**Cell density map**

Drawn at 2 px/µm. 16 x 16 tiles, from black (low) to pale yellow (high), 0 to 100% covered.
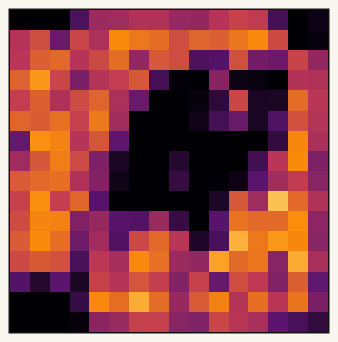
**The clock network**

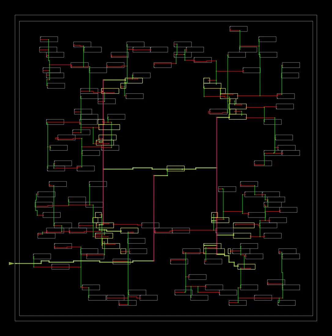
**Pin map**

Drawn at 2 px/µm. Pins as bars across the die edge, other pins in grey.
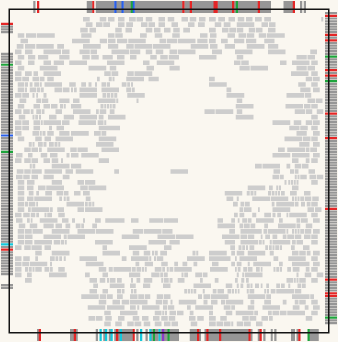
**Cells coloured by class**

Drawn at 1.5 px/µm.
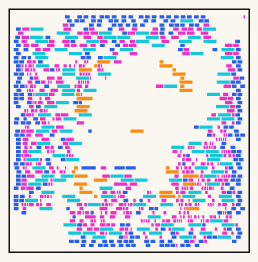
**Wiring by layer**

Drawn at 1.5 px/µm.
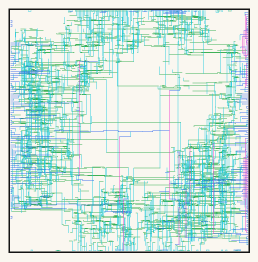
File: src/rtl/memory_stage_pkg.sv
// Shared core types for the MEM stage: control bundle, memory enums, FSM
// states and the store byte-lane helper.
package memory_stage_pkg;

    localparam int unsigned XLEN    = 32;
    localparam int unsigned IID_W   = 8;
    localparam int unsigned WMASK_W = XLEN / 8;

    typedef logic [IID_W-1:0] iidtype;

    typedef enum logic [1:0] {
        MEN_X = 2'd0,
        MEN_S = 2'd1,
        MEN_L = 2'd2
    } men_t;

    typedef enum logic [1:0] {
        SIZE_B = 2'd0,
        SIZE_H = 2'd1,
        SIZE_W = 2'd2
    } size_t;

    typedef struct packed {
        logic       rf_wen;
        logic [3:0] alu_fn;
        men_t       mem_wen;
        size_t      mem_size;
        logic       mem_sext;
    } ctrltype;

    typedef enum logic [1:0] {
        IDLE       = 2'd0,
        WAIT_READY = 2'd1,
        WAIT_RESP  = 2'd2,
        DONE       = 2'd3
    } mem_state_t;

    typedef struct packed {
        logic [XLEN-1:0]    wdata;
        logic [WMASK_W-1:0] wmask;
    } lane_t;

    // Replicate store data across lanes and build the byte enables.
    function automatic lane_t store_lanes(size_t size, logic [1:0] off, logic [XLEN-1:0] rs2);
        lane_t l;
        case (size)
            SIZE_B: begin
                l.wdata = {4{rs2[7:0]}};
                l.wmask = 4'(4'b0001 << off);
            end
            SIZE_H: begin
                l.wdata = {2{rs2[15:0]}};
                l.wmask = 4'(4'b0011 << {off[1], 1'b0});
            end
            default: begin
                l.wdata = rs2;
                l.wmask = 4'hF;
            end
        endcase
        return l;
    endfunction

endpackage

File: src/rtl/memory_stage_load_extend.sv
// Aligns a loaded word to the access offset and sign/zero-extends it.
import memory_stage_pkg::*;

module load_extend (
    input  logic [31:0] rdata,
    input  logic [1:0]  offset,
    input  size_t       size,
    input  logic        sext,
    output logic [31:0] result
);

    logic [4:0]  shamt;
    logic [31:0] shifted;

    always_comb begin
        shamt   = 5'd0;
        shifted = 32'd0;
        result  = 32'd0;
        case (size)
            SIZE_B:  shamt = {offset, 3'b000};
            SIZE_H:  shamt = {offset[1], 4'b0000};
            default: shamt = 5'd0;
        endcase
        shifted = rdata >> shamt;
        case (size)
            SIZE_B:  result = sext ? {{24{shifted[7]}}, shifted[7:0]}
                                   : {24'd0, shifted[7:0]};
            SIZE_H:  result = sext ? {{16{shifted[15]}}, shifted[15:0]}
                                   : {16'd0, shifted[15:0]};
            default: result = shifted;
        endcase
    end

endmodule

File: src/rtl/memory_stage.sv
// Pipeline MEM stage: issues loads/stores over a valid/ready port, stalls
// upstream until the access completes, and forwards results to write-back.
import memory_stage_pkg::*;

module memory_stage (
    input  logic         clk,
    input  logic         rst_n,
    input  logic         mem_valid,
    input  logic [31:0]  mem_pc,
    input  logic [31:0]  mem_inst,
    input  iidtype       mem_inst_id,
    input  ctrltype      mem_ctrl,
    input  logic [31:0]  mem_alu_out,
    input  logic [31:0]  mem_rs2_data,
    output logic         dreq_valid,
    input  logic         dreq_ready,
    output logic         dreq_wen,
    output logic [31:0]  dreq_addr,
    output logic [31:0]  dreq_wdata,
    output logic [3:0]   dreq_wmask,
    input  logic         dresp_valid,
    input  logic [31:0]  dresp_rdata,
    output logic         mem_wb_valid,
    output logic [31:0]  mem_wb_pc,
    output logic [31:0]  mem_wb_inst,
    output iidtype       mem_wb_inst_id,
    output ctrltype      mem_wb_ctrl,
    output logic [31:0]  mem_wb_alu_out,
    output logic [31:0]  mem_wb_rdata,
    output logic         mem_stall_flg
);

    mem_state_t  state;
    logic        saved_done;
    iidtype      saved_inst_id;
    logic [31:0] rdata_q;

    logic        req_wen_q;
    logic [31:0] req_addr_q;
    logic [31:0] req_wdata_q;
    logic [3:0]  req_wmask_q;
    size_t       req_size_q;
    logic        req_sext_q;

    logic        is_mem;
    logic        is_store;
    logic        already_done;
    lane_t       lanes;
    logic [31:0] load_ext;

    assign is_mem       = mem_ctrl.mem_wen != MEN_X;
    assign is_store     = mem_ctrl.mem_wen == MEN_S;
    assign already_done = saved_done && (saved_inst_id == mem_inst_id);
    assign lanes        = store_lanes(mem_ctrl.mem_size, mem_alu_out[1:0], mem_rs2_data);

    load_extend u_load_extend (
        .rdata  (dresp_rdata),
        .offset (req_addr_q[1:0]),
        .size   (req_size_q),
        .sext   (req_sext_q),
        .result (load_ext)
    );

    // Request port: live inputs while idle, latched copy once the access is in flight.
    always_comb begin
        dreq_valid = 1'b0;
        dreq_wen   = req_wen_q;
        dreq_addr  = {req_addr_q[31:2], 2'b00};
        dreq_wdata = req_wdata_q;
        dreq_wmask = req_wmask_q;
        case (state)
            IDLE: begin
                dreq_valid = rst_n && mem_valid && is_mem && !already_done;
                dreq_wen   = is_store;
                dreq_addr  = {mem_alu_out[31:2], 2'b00};
                dreq_wdata = lanes.wdata;
                dreq_wmask = lanes.wmask;
            end
            WAIT_READY: dreq_valid = 1'b1;
            default:    dreq_valid = 1'b0;
        endcase
    end

    assign mem_stall_flg  = rst_n && mem_valid && is_mem && (state != DONE);
    assign mem_wb_valid   = rst_n && mem_valid && !mem_stall_flg;
    assign mem_wb_rdata   = (state == DONE && !req_wen_q) ? rdata_q : 32'd0;
    assign mem_wb_pc      = mem_pc;
    assign mem_wb_inst    = mem_inst;
    assign mem_wb_inst_id = mem_inst_id;
    assign mem_wb_ctrl    = mem_ctrl;
    assign mem_wb_alu_out = mem_alu_out;

    // Access FSM and request latches.
    always_ff @(posedge clk or negedge rst_n) begin
        if (!rst_n) begin
            state         <= IDLE;
            saved_done    <= 1'b0;
            saved_inst_id <= '0;
            rdata_q       <= 32'd0;
            req_wen_q     <= 1'b0;
            req_addr_q    <= 32'd0;
            req_wdata_q   <= 32'd0;
            req_wmask_q   <= 4'd0;
            req_size_q    <= SIZE_B;
            req_sext_q    <= 1'b0;
        end else begin
            case (state)
                IDLE: begin
                    if (dreq_valid) begin
                        req_wen_q   <= is_store;
                        req_addr_q  <= mem_alu_out;
                        req_wdata_q <= lanes.wdata;
                        req_wmask_q <= lanes.wmask;
                        req_size_q  <= mem_ctrl.mem_size;
                        req_sext_q  <= mem_ctrl.mem_sext;
                        if (!dreq_ready)
                            state <= WAIT_READY;
                        else if (is_store)
                            state <= DONE;
                        else
                            state <= WAIT_RESP;
                    end
                end
                WAIT_READY: begin
                    if (dreq_ready)
                        state <= req_wen_q ? DONE : WAIT_RESP;
                end
                WAIT_RESP: begin
                    if (dresp_valid) begin
                        rdata_q <= load_ext;
                        state   <= DONE;
                    end
                end
                DONE: begin
                    saved_done    <= 1'b1;
                    saved_inst_id <= mem_inst_id;
                    state         <= IDLE;
                end
                default: state <= IDLE;
            endcase
        end
    end

    // The instruction must stay put while its access is outstanding.
    a_valid_held: assert property (@(posedge clk) disable iff (!rst_n)
        (state == WAIT_READY || state == WAIT_RESP) |-> mem_valid);

endmodule

File: config.mk
export PLATFORM = sky130hd
export DESIGN_NAME = memory_stage
export DESIGN_NICKNAME = d
export VERILOG_FILES = /design/src/rtl/memory_stage_pkg.sv /design/src/rtl/memory_stage_load_extend.sv /design/src/rtl/memory_stage.sv
export SDC_FILE = /design/constraint.sdc
export NUM_CORES = 1
export LEC_CHECK = 0
export CAP_MARGIN = 40
export CORE_AREA = 2 2 157 159
export DETAILED_ROUTE_END_ITERATION = 12
export DIE_AREA = 0 0 159 161
export PLACE_DENSITY = 0.67
export SYNTH_ARGS = -nofsm -noshare
export SYNTH_HDL_FRONTEND = slang
export SYNTH_SLANG_ARGS = --single-unit
File: constraint.sdc
create_clock -name clk -period 5 [get_ports clk]
set_input_delay 0.5 -clock clk [delete_from_list [all_inputs] [get_ports clk]]
set_output_delay 0.5 -clock clk [all_outputs]
set_load 0.03 [all_outputs]
==> flow_summary.toml <==
# generated from flow reports
[status]
status = "completed"

[synth]
ys_chip_area_um2 = 7553
yosysWarnings = 0
async_flop_share_pct = 100.0
synth-edff-count = 0
yosys-top-cells-count = "117 x buf_4, 115 x dfrtp_1, 57 x mux2_2, 56 x nand2_1, 50 x and2_1"
ys_seq_share_pct = 38.10
area_leaders = "dfrtp_1 38%, buf_4 12%, mux2_4 9.7%"
synth_area_leader_cell = "dfrtp_1"
ys_cells = 742
synth_area_um2 = 7553
synth_flops = 115
synthCells = 742
synth_cell_types = 47
avgSynthCellArea_um2 = 10.18
top_cell_area_share_pct = 38.10
ff_type = "dfrtp_1"
most_common_cell = "buf_4"

[clock_network]
cts_buffers = 17
cts_tree = "yes"
ctsResizeCount = 0
postCtsSetupBuffers = 0
root_buffer = "clkbuf_16"
htreeDepth = 4
cts_max_path_buffers = 2
clkTransAtPathRegs_ns = 0.06
clock_latency_ns = 0.41
ctsHoldBuffers = 0

[sta]
hold_violations = 0
finalSetupViolations = 0
tns_ns = 0
worstMarginPinSlew_ns = 0.8206
max_freq_mhz = 269.6
worst_slack_ns = 1.291
fin_crit_ns = 3.709
rsz0062_at_grt = "false"
slew_headroom_pct = 45.29
fin_crit_sh_pct = 74.18
slew_viol_final = 0

[cells_and_area]
antenna_cells = 0
num-fill-cells = 2316
syn_to_final_growth_pct = 35.76
drive_above_1_share_pct = 18.13
nNetsFinal = 1062

[critical_path]
crit-reg2reg-launch = "req_size_q[1]"
path_buffers = 3
cp.required_ns = 4.50
critPathCaptureType = "output pin"
slowest_stage = "buf_4"
startpoint_type = "flip-flop"
cp-endpoint = "dreq_addr[10]"
r2r_setup_slack_ns = 2.23
r2r_end = "rdata_q[21]"
crit_family = "buffers and inverters"
worst_r2r_path_depth = 5
arrival_ns = 3.21
critPathMaxStageDelay_ns = 0.68
crit_chain = "inv_1 > ha_4 > buf_4 > mux2_2 > clkdlybuf4s50_1"
path_max_fanout = 60
crit_cells = 5
crit_start = "state[1]"
crit_type = "reg -> out"

[grt]
antenna_found_initial = 0
grt_overflow = 0
grt_max_degree = 61
grtUsageTotal_pct = 16.37
grt_pass1_vias = 5863
grt_pass1_wl_mm = 33.24

[placed_design]
pre_cts_slack_ns = 1.691
gp_congestion = 0.8039
io_buffers = 260
post-dp-hpwl_mm = 15.15

[detailed_routing]
wirelength_mm = 21.23
routedWlPerCell_um = 17.52
antenna_left = 0
firstDrtPassIters = 5
route.detailed.drc = 0
num_vias = 5813
drtIter0Drc = 283
vias_per_cell = 4.796

[pwr]
power_uw = 7049
vdd_drop_max_v = 0.0004642
p_leak_uw = 0.004170
p_per_area_nw_per_um2 = 687.4

[floorplanning]
die_w_um = 159
die_y_um = 161
dieArea_um2 = 25600
io_pins = 401
row_count = 57

[min_path]
hold_class = "in -> async"

[flow_run]
warning_count = 29
maxCapViolations = 0
Back to the opening pictures, 'cell density map':
tiles over 75% full: 3.9%
nearly empty tiles: 17%
emptiest ninth of the die: middle
fin util: 42.79%
starting density of the core: 31.52%
core area: 23960 µm²

Back to the opening pictures, 'the clock network':
clk_skew: 0.007853 ns
Clock Power: 1270 µW
registers: 115
# clock sinks: 115

Back to the opening pictures, 'pin map':
| colour | port | pins | direction | edge |
|---|---|---|---|---|
| cyan | mem_wb_inst_id | 8 | output | 7 bottom, 1 left |
| purple | mem_stall_flg | 1 | output | bottom |
| green | mem_ctrl | 10 | input | 3 right, 3 bottom, 2 left, 2 top |
| red | mem_wb_inst | 32 | output | 11 right, 10 bottom, 9 top, 2 left |
| blue | dreq_wmask | 4 | output | 3 top, 1 left |
all pins by edge: 115 right, 109 top, 89 bottom, 88 left

Back to the opening pictures, 'cells coloured by class':
| colour | class | cells |
|---|---|---|
| magenta | remaining logic cells | 466 |
| orange | clock drivers and dummy loads | 32 |
| blue | remaining buffers and delay cells | 275 |
| cyan | registers | 115 |

Back to the opening pictures, 'wiring by layer':
| colour | layer | wire length |
|---|---|---|
| magenta | M4 | 663 µm |
| blue | M3 | 1810 µm |
| green | M1 | 9070 µm |
| cyan | M2 | 9690 µm |

## worst min path at each step
stage,from,end,slack (ns),cells after the start
finish,rst_n,saved_inst_id[0],0.27,2
global route,rst_n,saved_inst_id[3],0.36,2
CTS,rst_n,saved_inst_id[0],0.33,2
detailed placement,rdata_q[5],rdata_q[5],0.47,2
global placement,rdata_q[1],rdata_q[1],0.46,2
floorplan,rst_n,rdata_q[0],0.20,0
## state kept, by name (all words and copies together) (netlist names)
name / flops
req_wmask_q: 4
req_size_q: 2
rdata_q: 32
state: 2
saved_inst_id: 8
req_wen_q: 1
req_wdata_q: 32
req_sext_q: 1
req_addr_q: 32
saved_done: 1
## layer usage
layer / GRT usage, % / vias up / part of all wire, %
met1: 20.25 / 2758 / 43
met2: 25.93 / 262 / 46
met3: 5.752 / 49 / 8.5
li1: - / 2744 / -
met5: 0 / - / 0
met4: 7.149 / 0 / 3.1
## layout by cell type (no fill, tap or decap), drive strengths merged, types with 2 or more instances in the layout
cell,synthesis,layout
a21o,2,2
a21oi,26,26
a22oi,8,8
a31oi,8,8
and2,50,50
buf,133,16
bufinv,0,3
clkbuf,29,18
clkdlybuf4s50,0,259
clkinv,0,4
clkinvlp,0,5
conb,1,2
dfrtp,115,115
ha,4,4
inv,6,8
mux2,106,106
mux2i,28,28
nand2,57,57
nand2b,4,4
nand3,10,10
nand4,2,2
nor2,40,40
nor2b,5,5
nor4,2,2
o211ai,2,2
o21ai,43,43
o31ai,22,22
o32a,17,17
xnor2,8,8
## cell type report
class                   instances  area (µm²)  share of cell area, %
multi-input cells             460        3582                  34.93
flip-flops and latches        115        2878                  28.06
repair buffers                275        2758                  26.89
clock buffers                  18       429.2                  4.185
well taps                     324       405.4                  3.953
clock inverters                14       180.2                  1.757
inverters                       6       22.52                 0.2196
## cells by family after synthesis
kind of cell / Yosys count / synth area share [%]
multiplexers: 134 / 21.95
XOR/XNOR: 8 / 0.9277
AND/OR/NAND/NOR: 177 / 11.68
buffers and inverters: 168 / 14.91
other: 1 / 0.04965
flip-flops: 115 / 38.10
AND-OR/OR-AND: 135 / 11.73
adder cells (fa/ha/maj): 4 / 0.6626
## report_power, final
group / internal, µW / switching, µW
Clock: 789 / 477
Combinational: 1930 / 2170
Sequential: 1400 / 284
Total: 4120 / 2930
## metrics by stage
step | cells | area (µm²) | hold slack (ns)
after global placement | 1176 | 9583 | 0.4564
after floorplan | 743 | 7557 | 0.2044
final | 1212 | 10250 | 0.2672
after global routing | 1212 | 10250 | 0.3558
after detailed placement | 1180 | 9646 | 0.4707
after CTS | 1212 | 10250 | 0.3253
No activity file was given, so power comes from the tool's default toggle rates.
